### Signal wires on met1, run 1

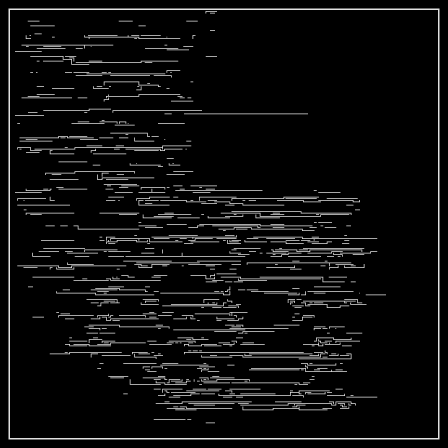
### Metal 2, run 1

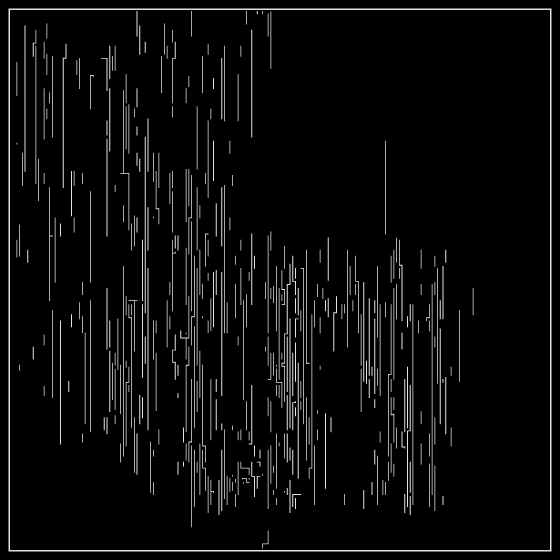
### Metal 3, run 1

Scale bar: 20 um.
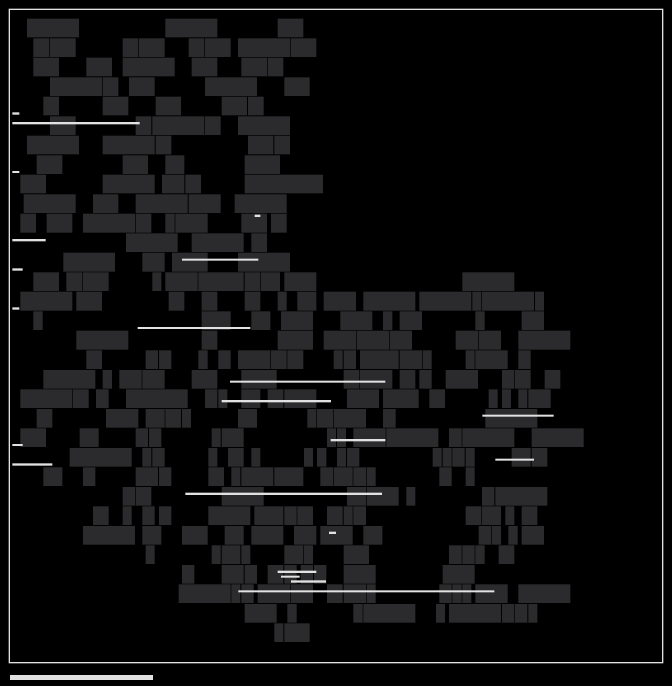
## src/rtl/ir_receiver.sv

```systemverilog
// Pulse-distance IR frame receiver: a leader, then 8 data bits sent LSB first, then a stop mark.
// Every level is timed edge to edge. A timing violation aborts the frame with a one-cycle rx_error pulse.
module ir_receiver #(
  parameter int unsigned UNIT_CLKS = 560
) (
  input  logic       clock,
  input  logic       reset,
  input  logic       rx_port,
  output logic [7:0] rx_data,
  output logic       rx_valid,
  output logic       rx_error,
  output logic       busy
);

  localparam int unsigned    CW      = $clog2(16 * UNIT_CLKS + 1);
  localparam logic [CW-1:0] CNT_MAX = '1;
  localparam logic [CW-1:0] ONE     = CW'(1);
  localparam logic [CW-1:0] T_HALF  = CW'(UNIT_CLKS / 2);
  localparam logic [CW-1:0] T_2U    = CW'(2 * UNIT_CLKS);
  localparam logic [CW-1:0] T_3U    = CW'(3 * UNIT_CLKS);
  localparam logic [CW-1:0] T_4U    = CW'(4 * UNIT_CLKS);
  localparam logic [CW-1:0] T_5U    = CW'(5 * UNIT_CLKS);
  localparam logic [CW-1:0] T_6U    = CW'(6 * UNIT_CLKS);
  localparam logic [CW-1:0] T_10U   = CW'(10 * UNIT_CLKS);

  typedef enum logic [2:0] {
    IDLE, LEAD_MARK, LEAD_SPACE, BIT_MARK, BIT_SPACE, STOP
  } state_t;

  logic          rx_meta_q, rx_s_q, rx_dly_q;
  state_t        state_q, state_d;
  logic [CW-1:0] cnt_q, cnt_d;
  logic [7:0]    shift_q, shift_d;
  logic [2:0]    bit_idx_q, bit_idx_d;
  logic [7:0]    data_q, data_d;
  logic          valid_q, valid_d;
  logic          err_c, rise_c, fall_c, edge_c, in_win;
  logic [CW-1:0] win_lo, win_hi;

  assign rise_c = rx_s_q & ~rx_dly_q;
  assign fall_c = ~rx_s_q & rx_dly_q;
  assign edge_c = rise_c | fall_c;

  always_comb begin
    win_lo = '0;
    win_hi = CNT_MAX;
    case (state_q)
      LEAD_MARK:  begin win_lo = T_6U;   win_hi = T_10U; end
      LEAD_SPACE: begin win_lo = T_3U;   win_hi = T_5U;  end
      BIT_MARK:   begin win_lo = T_HALF; win_hi = T_2U;  end
      BIT_SPACE:  begin win_lo = T_HALF; win_hi = T_4U;  end
      STOP:       begin win_lo = T_HALF; win_hi = T_2U;  end
      default:    ;
    endcase
  end

  assign in_win = (cnt_q >= win_lo) && (cnt_q <= win_hi);

  always_comb begin
    state_d   = state_q;
    shift_d   = shift_q;
    bit_idx_d = bit_idx_q;
    data_d    = data_q;
    valid_d   = 1'b0;
    err_c     = 1'b0;
    cnt_d     = edge_c ? ONE : ((cnt_q == CNT_MAX) ? cnt_q : cnt_q + ONE);

    // Only the edge that ends the current level can arrive, so one window check covers every state.
    if (state_q != IDLE) begin
      if (edge_c && !in_win)
        err_c = 1'b1;
      else if (!edge_c && (cnt_q > win_hi))
        err_c = 1'b1;
    end

    if (err_c) begin
      state_d = IDLE;
    end else begin
      case (state_q)
        IDLE:       if (fall_c) state_d = LEAD_MARK;
        LEAD_MARK:  if (edge_c) state_d = LEAD_SPACE;
        LEAD_SPACE: if (edge_c) begin
          state_d   = BIT_MARK;
          bit_idx_d = 3'd0;
        end
        BIT_MARK:   if (edge_c) state_d = BIT_SPACE;
        BIT_SPACE:  if (edge_c) begin
          shift_d   = {(cnt_q >= T_2U), shift_q[7:1]};
          bit_idx_d = bit_idx_q + 3'd1;
          state_d   = (bit_idx_q == 3'd7) ? STOP : BIT_MARK;
        end
        STOP:       if (edge_c) begin
          state_d = IDLE;
          data_d  = shift_q;
          valid_d = 1'b1;
        end
        default:    state_d = IDLE;
      endcase
    end
  end

  always_ff @(posedge clock) begin
    if (reset) begin
      rx_meta_q <= 1'b1;
      rx_s_q    <= 1'b1;
      rx_dly_q  <= 1'b1;
      state_q   <= IDLE;
      cnt_q     <= '0;
      shift_q   <= 8'h00;
      bit_idx_q <= 3'd0;
      data_q    <= 8'h00;
      valid_q   <= 1'b0;
    end else begin
      rx_meta_q <= rx_port;
      rx_s_q    <= rx_meta_q;
      rx_dly_q  <= rx_s_q;
      state_q   <= state_d;
      cnt_q     <= cnt_d;
      shift_q   <= shift_d;
      bit_idx_q <= bit_idx_d;
      data_q    <= data_d;
      valid_q   <= valid_d;
    end
  end

  // The error flag is a decode of the current cycle, so busy stays high while it is shown.
  assign rx_error = err_c & ~reset;
  assign rx_valid = valid_q;
  assign rx_data  = data_q;
  assign busy     = (state_q != IDLE);

endmodule
```

## config.mk

```make
export PLATFORM = sky130hd
export DESIGN_NAME = ir_receiver
export DESIGN_NICKNAME = d
export VERILOG_FILES = /design/src/rtl/ir_receiver.sv
export SDC_FILE = /design/constraint.sdc
export NUM_CORES = 1
export LEC_CHECK = 0
export CAP_MARGIN = 10
export CORE_UTILIZATION = 30
export CTS_CLUSTER_DIAMETER = 30
export DETAILED_ROUTE_END_ITERATION = 6
export GPL_ROUTABILITY_DRIVEN = 0
export PLACE_DENSITY = 0.51
export SYNTH_ARGS = -nofsm -noshare
export SYNTH_HDL_FRONTEND = slang
export SYNTH_SLANG_ARGS = --single-unit
```

## constraint.sdc

```tcl
create_clock -name clock -period 4.41 [get_ports clock]
set_clock_uncertainty 0.15 [all_clocks]
set_input_delay 1.323 -clock clock [delete_from_list [all_inputs] [get_ports clock]]
set_output_delay 1.323 -clock clock [all_outputs]
set_load 0.03 [all_outputs]
```

==> impl_metrics.env, run 1 <==
# yosys + openroad results
export IMPL_outcome="finished, final reports clean"
export IMPL_p_seq_frac=0.454
export IMPL_antenna_found_initial=0
export IMPL_cts_tree="yes"
export IMPL_path_clk_slew_ps=90
export IMPL_vdd_drop_max_v=0.0001626
export IMPL_critPathArrivalTime_ps=2770
export IMPL_cts_htree_levels=2
export IMPL_min_from="rx_meta_q$_SDFF_PP1_"
export IMPL_core_area_um2=7687
export IMPL_synth_top_cell_by_area="dfxtp_1"
export IMPL_grt_pass1_wl_um=9349
export IMPL_crit_chain="and2_1, or2_2, inv_1, ha_1, nand3_1, a211oi_1, o21ai_1, a32o_2, a21oi_2, nor2b_2, buf_4"
export IMPL_clkSinkCount=40
export IMPL_netlist_area_um2=2372
export IMPL_die_h_um=90.93
export IMPL_comb_cell_share=0.5397
export IMPL_wl_met3_um=191
export IMPL_synthToLayoutAreaGrowth_pct=16.19
export IMPL_antenna_cells=0
export IMPL_yosysTopAreaCellShare=0.3376
export IMPL_fp_util=0.3086
export IMPL_critPathRequiredTime_ps=2940
export IMPL_hold_viol_final=0
export IMPL_cpPeakStageDelay_ps=460
export IMPL_maxCapViolations=0
export IMPL_rows=32
export IMPL_grt_start_max_net_pins=32
export IMPL_ys_cells=273
export IMPL_top_cells_by_area="dfxtp_1, ha_1, mux2i_1"
export IMPL_detail_route_antenna_nets=0
export IMPL_r2r_cells=11
export IMPL_pg_seq_mw=0.378
export IMPL_wirelength_um=5397
export IMPL_p_leak_nw=1.131
export IMPL_inverters=13
export IMPL_ys_types=46
export IMPL_met3_usage=0.02862
export IMPL_r2r_setup_slack_ps=1140
export IMPL_yosys_warnings=0
export IMPL_grt_pass1_vias=1985
export IMPL_ctsHoldBuffers=0
export IMPL_nonClkBufAreaFrac=0.06264
export IMPL_setup_tns_ps=0
export IMPL_cp_max_fo=14
export IMPL_synth_flops=40
export IMPL_power_mw=0.8316
export IMPL_die_x_um=90.93
export IMPL_r2r_end="rx_data[1]$_SDFFE_PP0P_"
export IMPL_synth_dominant_cell_count="dfxtp_1"
export IMPL_ys_async_sr_fraction=0
export IMPL_pg_comb_mw=0.142
export IMPL_seq_area_frac_synth=0.3376
export IMPL_cp_start_kind="flop"
export IMPL_warnings=27
export IMPL_hp_class="flop to flop"
export IMPL_cp_end_kind="output pin"
export IMPL_use_met2=0.2292
export IMPL_clock_area_frac=0.04040
export IMPL_min_period_ps=4243
export IMPL_num_tap_cells=102
export IMPL_rsz0062_at_grt="no"
export IMPL_setup_worst_path_end="rx_error"
-- 'Signal wires on met1' (at the start) --
nets with wire on the layer: 292
main direction: horizontal

-- 'Metal 2' (at the start) --
wire length on this layer: 2450 um
nets with wire on the layer: 256

-- 'Metal 3' (at the start) --
main direction: horizontal
wire length on this layer: 191 um
nets with wire on the layer: 18
longest straight run: 35.4 um

run 1: sequential cells by signal, indices dropped and copies added, names as in the netlist:
register,count
rx_s_q,1
state_q,3
cnt_q,14
bit_idx_q,3
rx_meta_q,1
rx_data,8
shift_q,8
rx_valid,1
rx_dly_q,1
run 1: per-stage QoR:
step	hold slack [ps]	utilization	std cells	setup WS [ps]	cell area, um2
5_1_grt	284.7	0.3586	388	14.83	2756
2_1_floorplan	239.5	-	273	60.07	2372
3_5_place_dp	247.1	0.3374	379	172.8	2594
6_report	265.3	0.3586	388	167.0	2756
4_1_cts	268.4	0.3551	388	30.86	2730
3_3_place_gp	251.0	0.3374	379	263.8	2594
run 1: cells by family after synthesis:
kind of cell    Yosys count  share of synthesized area
xor+xnor                  9                    0.03640
simple gates            111                     0.2548
fa+ha+maj                23                     0.1208
mux                      16                    0.06751
buf+inv                  27                    0.05063
flops                    40                     0.3376
compound gates           47                     0.1324
run 1: layout by cell type, fill, tap and decap left out, types with 2 or more instances in the layout:
cell             count
and4_1               2
a21oi_1             13
a211oi_1             5
nor3_1              11
o32ai_1              2
and3_1               5
nand2_1             15
nand2b_1            20
buf_4                7
clkdlybuf4s50_1     12
o21ai_0              7
mux2i_1             16
ha_1                22
xor2_1               3
nand3_1              6
o22a_1               2
and4bb_1             2
and2_1               2
o211ai_1             2
inv_1               12
dfxtp_1             38
a31oi_1              5
or2_2                4
nand4_1              6
nor4_1               2
clkbuf_8             5
xnor2_1              5
nor2_1              26
dfxtp_4              2
run 1: critical path: cells and delay by family (launching register included):
family	cells	cell delay, ps
buf+inv	2	230
flops	1	460
simple gates	4	630
fa+ha+maj	1	310
compound gates	4	840
--- run 2 (diff from run 1) ---
CORE_UTILIZATION = 32   (was 30)
PLACE_DENSITY = 0.53   (was 0.51)
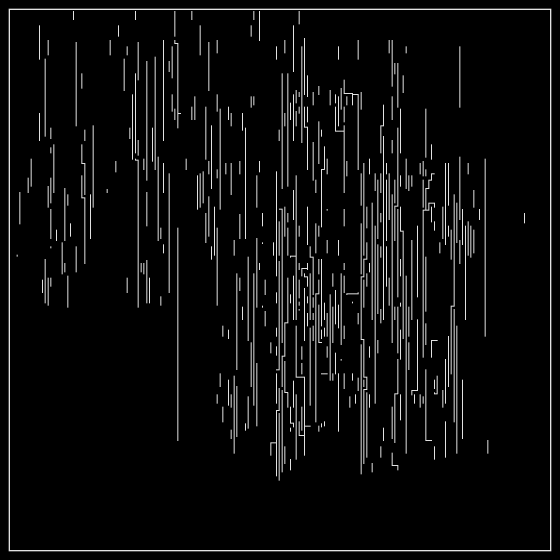
*Metal 2, run 2*
share of all routed wire: 44%
wire length on this layer: 2260 um
nets with wire on the layer: 250
main direction: vertical
longest straight run: 34.7 um

==> impl_metrics.env, run 2 <==
# yosys + openroad results
export IMPL_outcome="finished, final reports clean"
export IMPL_p_seq_frac=0.450
export IMPL_ys_types=46
export IMPL_setup_tns_ps=0
export IMPL_power_top_consumer="sequential cells"
export IMPL_worst_path_stages=9
export IMPL_r2r_cells=11
export IMPL_power_frac_comb=0.176
export IMPL_p_leak_nw=1.133
export IMPL_fp_util=0.3288
export IMPL_yosys_area_um2=2372
export IMPL_r2r_end="rx_data[0]$_SDFFE_PP0P_"
export IMPL_synth_flops=40
export IMPL_final_cell_area_um2=2765
export IMPL_synth_nets=298
export IMPL_clock_path_buffers=2
export IMPL_crit_chain="or3_1, ha_1, a2111oi_1, nor2_1, nor4_2, o211ai_2, a21oi_4, nor2b_1, buf_4"
export IMPL_wirelength_um=5193
export IMPL_fin_nets=312
export IMPL_port_buffers=13
export IMPL_r2r_setup_slack_ps=1180
export IMPL_grt_pass1_vias=1779
export IMPL_fin_crit_sh=0.9608
export IMPL_avgRoutedWirePerCell_um=13.42
export IMPL_slew_violations=0
export IMPL_grt_start_max_net_pins=32
export IMPL_setup_violations=0
export IMPL_layout_area_comb_um2=1481
export IMPL_hold_viol_final=0
export IMPL_vias=1938
export IMPL_cts_setup_buffers=0
export IMPL_vdd_drop_max_v=0.0001610
export IMPL_die_h_um=88.10
export IMPL_edf_count=0
export IMPL_avgSynthCellArea_um2=8.690
export IMPL_holdPathStages=1
export IMPL_post_route_util=0.3833
export IMPL_ys_cells=273
export IMPL_relSlewSlack=0.5613
export IMPL_synth_top_cell_by_area="dfxtp_1"
export IMPL_power_mw=0.8377
export IMPL_lay_top_cells="dfxtp_1, nor2_1, ha_1"
export IMPL_hp_class="flop to flop"
export IMPL_layout_setup_ws_ps=172.9
export IMPL_timing_worst_setup_path_type="flop to output pin"
export IMPL_warnings=27
export IMPL_io_pins=14
export IMPL_cts_root_buf="clkbuf_8"
export IMPL_p_switching_mw=0.2377
export IMPL_ys_async_sr_fraction=0
export IMPL_clkSinkCount=40
export IMPL_core_area_um2=7214
export IMPL_netlist_area_um2=2372
export IMPL_cp_start_kind="flop"
export IMPL_dp_slack_ps=139.6
export IMPL_pg_seq_mw=0.377
export IMPL_ctsHoldBuffers=0
export IMPL_synth_dominant_cell_count="dfxtp_1"
export IMPL_top_cells_by_area="dfxtp_1, ha_1, mux2i_1"
export IMPL_drc=0
export IMPL_r2r_start="state_q[0]$_SDFFE_PP0P_"
export IMPL_synthToLayoutAreaGrowth_pct=16.56
export IMPL_largest_reg_flops=14
export IMPL_p_int_mw=0.6000
export IMPL_critPathArrivalTime_ps=2760
export IMPL_timing_hold_ws_ps=264.1
export IMPL_cts_resized=4
export IMPL_critical_path_top_delay_family="simple AND/OR/NAND/NOR gates"
export IMPL_top_cells_by_count="dfxtp_1, nor2_1, ha_1"
export IMPL_via_per_inst=5.008
export IMPL_cp_end_kind="output pin"
export IMPL_grt_ovfl_total=0
export IMPL_antenna_cells=0
export IMPL_worst_path_buf_inv=1
export IMPL_min_period_ps=4237
export IMPL_cts_tree="yes"
export IMPL_largest_register="cnt_q"
export IMPL_synth_top_flop_cell="dfxtp_1"
export IMPL_antenna_found_initial=0
export IMPL_seq_area_frac_synth=0.3376
export IMPL_hpwl_um=3675
export IMPL_pg_comb_mw=0.148
export IMPL_yosysTopAreaCellShare=0.3376
export IMPL_critPathRequiredTime_ps=2940
export IMPL_worstSkewPairLatency_ps=300
export IMPL_cp_max_fo=10
export IMPL_power_density_nw_per_um2=303.0
export IMPL_maxCapViolations=0
export IMPL_detail_route_antenna_nets=0
export IMPL_clock_net_power_mw=0.313
export IMPL_cts_htree_levels=2
export IMPL_pwr_share_clk=0.374
export IMPL_crit_slowest_cell="or3_1"
export IMPL_post_dp_cell_area_um2=2605
export IMPL_clock_fmax_mhz=236.0
export IMPL_cts_inserted_buffers=5
export IMPL_first_pass_iters=4
export IMPL_rows=31
export IMPL_fillers=747
export IMPL_drive_gt1_frac=0.1215
export IMPL_dp_cells=378
export IMPL_hold_path_endpoint="rx_s_q$_SDFF_PP1_"
export IMPL_min_from="rx_meta_q$_SDFF_PP1_"
export IMPL_dieArea_um2=7762
export IMPL_seqCellArea_um2=808.3
export IMPL_cpPeakStageDelay_ps=440
export IMPL_syn_instance_count=273
export IMPL_instances_no_fill=387
export IMPL_grt_usage=0.1456
export IMPL_swShare=0.2838
export IMPL_path_clk_slew_ps=90
export IMPL_worst_slew_pin_transition_ps=656.1
export IMPL_detail_route_iter0_violations=210
export IMPL_grt_pass1_wl_um=8811
export IMPL_yosys_warnings=0
export IMPL_die_x_um=88.10
export IMPL_mostFrequentLayoutCell="dfxtp_1"
[run 2: area by class of cell]
| class | count | area share |
|---|---|---|
| clock buffers | 5 | 0.02489 |
| clock inverters | 3 | 0.01674 |
| inverters | 13 | 0.01765 |
| multi-input cells | 206 | 0.5357 |
| flip-flops and latches | 40 | 0.2923 |
| well taps | 99 | 0.04480 |
| repair buffers | 21 | 0.06787 |
[run 2: how the worst max path moves through the flow]
stage | slack (ps) | endpoint | from
after CTS | 30 | rx_error | state_q[1]$_SDFFE_PP0P_
after global placement | 200 | rx_error | state_q[1]$_SDFFE_PP0P_
final | 170 | rx_error | state_q[2]$_SDFFE_PP0P_
after global routing | -0.9 | rx_error | state_q[1]$_SDFFE_PP0P_
after detailed placement | 140 | rx_error | state_q[1]$_SDFFE_PP0P_
after floorplan | 60 | rx_error | state_q[0]$_SDFFE_PP0P_
[run 2: logic make-up (layout without fill, tap and decap cells)]
group | after synthesis | after routing | synth area share
buf+inv | 27 | 42 | 0.05063
mux | 16 | 16 | 0.06751
simple gates | 111 | 111 | 0.2548
xor+xnor | 9 | 9 | 0.03640
fa+ha+maj | 23 | 23 | 0.1208
flops | 40 | 40 | 0.3376
compound gates | 47 | 47 | 0.1324
[run 2: worst reg2reg max path, delay by kind of cell (launching register included)]
| kind | cells | cell delay, ps |
|---|---|---|
| AOI/OAI and AO/OA | 4 | 940 |
| and+or+nand+nor | 3 | 840 |
| buffers and inverters | 2 | 330 |
| muxes | 1 | 330 |
| adders and majority gates | 1 | 220 |
| DFF | 1 | 320 |
[run 2: routing by layer]
layer | up-vias | global-route usage | wire length (um)
met5 | - | 0 | 0
met4 | 0 | 0.04399 | 73
met3 | 7 | 0.03016 | 195
met2 | 28 | 0.2283 | 2260
met1 | 896 | 0.2007 | 2663
li1 | 1007 | - | -
--- run 3 (diff from run 2) ---
SLEW_MARGIN = 30   (was default)
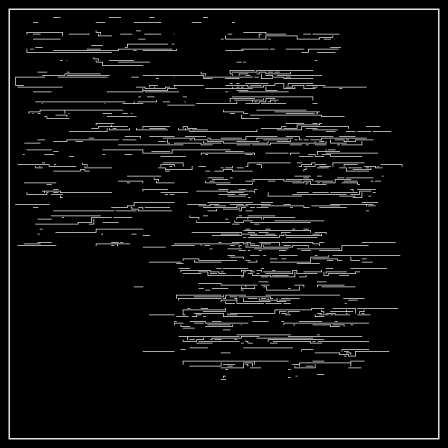
*Signal wires on met1, run 3*
nets with wire on the layer: 295
longest straight run: 21.6 um

==> impl_metrics.env, run 3 <==
# yosys + openroad results
export IMPL_outcome="finished, final reports clean"
export IMPL_top_cells_by_area="dfxtp_1, ha_1, mux2i_1"
export IMPL_synth_nets=298
export IMPL_drc=0
export IMPL_dp_cells=378
export IMPL_grt_start_max_net_pins=32
export IMPL_avgRoutedWirePerCell_um=13.42
export IMPL_hp_class="flop to flop"
export IMPL_clock_fmax_mhz=236.0
export IMPL_grt_pass1_vias=1779
export IMPL_top_cells_by_count="dfxtp_1, nor2_1, ha_1"
export IMPL_r2r_setup_slack_ps=1180
export IMPL_vdd_drop_max_v=0.0001610
export IMPL_cts_inserted_buffers=5
export IMPL_path_clk_slew_ps=90
export IMPL_instances_no_fill=387
export IMPL_mostFrequentLayoutCell="dfxtp_1"
export IMPL_synth_flops=40
export IMPL_yosysTopAreaCellShare=0.3376
export IMPL_busiest_layer="met2"
export IMPL_fin_nets=312
export IMPL_hold_viol_final=0
export IMPL_detail_route_antenna_nets=0
export IMPL_grt_ovfl_total=0
export IMPL_lay_top_cells="dfxtp_1, nor2_1, ha_1"
export IMPL_met1_usage=0.2007
export IMPL_synth_top_cell_by_area="dfxtp_1"
export IMPL_holdPathStages=1
export IMPL_die_x_um=88.10
export IMPL_cts_setup_buffers=0
export IMPL_met3_usage=0.03016
export IMPL_use_met2=0.2283
export IMPL_warnings=27
export IMPL_layout_area_comb_um2=1481
export IMPL_cp_start_kind="flop"
export IMPL_r2r_end="rx_data[0]$_SDFFE_PP0P_"
export IMPL_power_density_nw_per_um2=303.0
export IMPL_r2r_start="state_q[0]$_SDFFE_PP0P_"
export IMPL_fin_crit_sh=0.9608
export IMPL_hpwl_um=3675
export IMPL_vias=1938
export IMPL_grt_usage=0.1456
export IMPL_core_area_um2=7214
export IMPL_syn_instance_count=273
export IMPL_min_period_ps=4237
export IMPL_r2r_cells=11
export IMPL_fp_util=0.3288
export IMPL_antenna_found_initial=0
export IMPL_worst_slew_pin_transition_ps=656.1
export IMPL_cp_end_kind="output pin"
export IMPL_yosys_warnings=0
export IMPL_setup_violations=0
export IMPL_layout_setup_ws_ps=172.9
export IMPL_critPathArrivalTime_ps=2760
export IMPL_power_mw=0.8377
export IMPL_worstSkewPairLatency_ps=300
export IMPL_dieArea_um2=7762
export IMPL_slew_violations=0
export IMPL_timing_worst_setup_path_type="flop to output pin"
export IMPL_cp_max_fo=10
export IMPL_cts_resized=4
export IMPL_synthToLayoutAreaGrowth_pct=16.56
export IMPL_ys_async_sr_fraction=0
export IMPL_ctsHoldBuffers=0
export IMPL_netlist_area_um2=2372
export IMPL_rows=31
export IMPL_avgSynthCellArea_um2=8.690
export IMPL_via_per_inst=5.008
export IMPL_antenna_cells=0
export IMPL_first_pass_iters=4
export IMPL_critPathRequiredTime_ps=2940
run 3: cell counts after synthesis:
No cell type changed its count.
run 3: worst max-delay path by stage:
stage,from,to,slack [ps],cells after the start
detailed placement,state_q[1]$_SDFFE_PP0P_,rx_error,140,11
CTS,state_q[1]$_SDFFE_PP0P_,rx_error,30,11
global route,state_q[1]$_SDFFE_PP0P_,rx_error,-0.9,11
finish,state_q[2]$_SDFFE_PP0P_,rx_error,170,9
floorplan,state_q[0]$_SDFFE_PP0P_,rx_error,60,10
global placement,state_q[1]$_SDFFE_PP0P_,rx_error,200,11
run 3: cell type report:
class                      count  area share
sequential                    40      0.2923
clock inverter                 3     0.01674
inverter                      13     0.01765
tap                           99     0.04480
timing repair buffer          21     0.06787
multi-input combinational    206      0.5357
clock buffer                   5     0.02489
run 3: worst max-delay path, cell delays in order, from the launching register on:
cell       delay, ps
dfxtp_4          390
or3_1            440
ha_1             320
a2111oi_1        390
nor2_1           110
nor4_2           180
o211ai_2         140
a21oi_4          190
nor2b_1          150
buf_4            170
run 3: stage by stage:
step | instance area (um2) | hold slack (ps)
floorplan | 2372 | 239.5
global placement | 2605 | 242.5
detailed placement | 2605 | 244.0
CTS | 2729 | 264.9
global route | 2765 | 281.6
finish | 2765 | 264.1
run 3: kinds of logic (layout without fill, tap and decap cells):
logic type / after synthesis / after routing / share of synthesized area
and+or+nand+nor: 111 / 111 / 0.2548
AOI/OAI and AO/OA: 47 / 47 / 0.1324
DFF: 40 / 40 / 0.3376
buffers and inverters: 27 / 42 / 0.05063
adders and majority gates: 23 / 23 / 0.1208
muxes: 16 / 16 / 0.06751
xor gates and xnor gates: 9 / 9 / 0.03640
run 3: where the power goes:
part	total, mW	internal [mW]	switching [mW]
combinational	0.148	0.0625	0.0852
sequential	0.377	0.367	0.0103
clock	0.313	0.171	0.142

==> gallery <==
Congestion heat map.
image #1
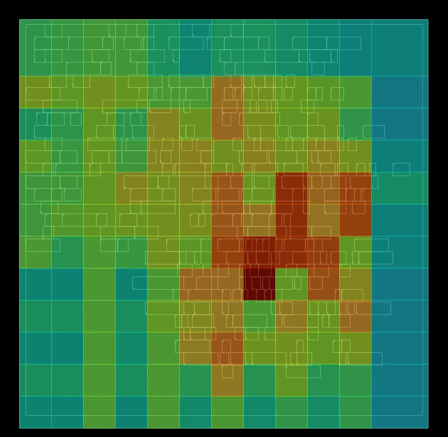
image #2
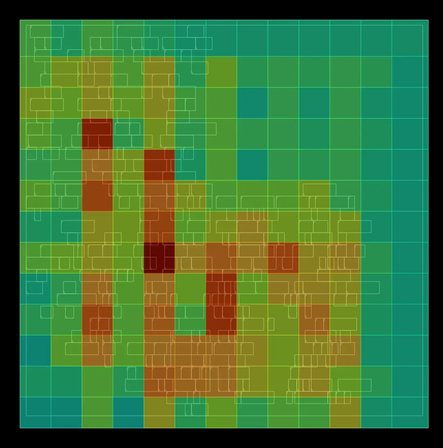
| picture | from |
|---|---|
| image #2 | run 1 |
| image #1 | run 2 |

No activity file was given, so power comes from the tool's default toggle rates.
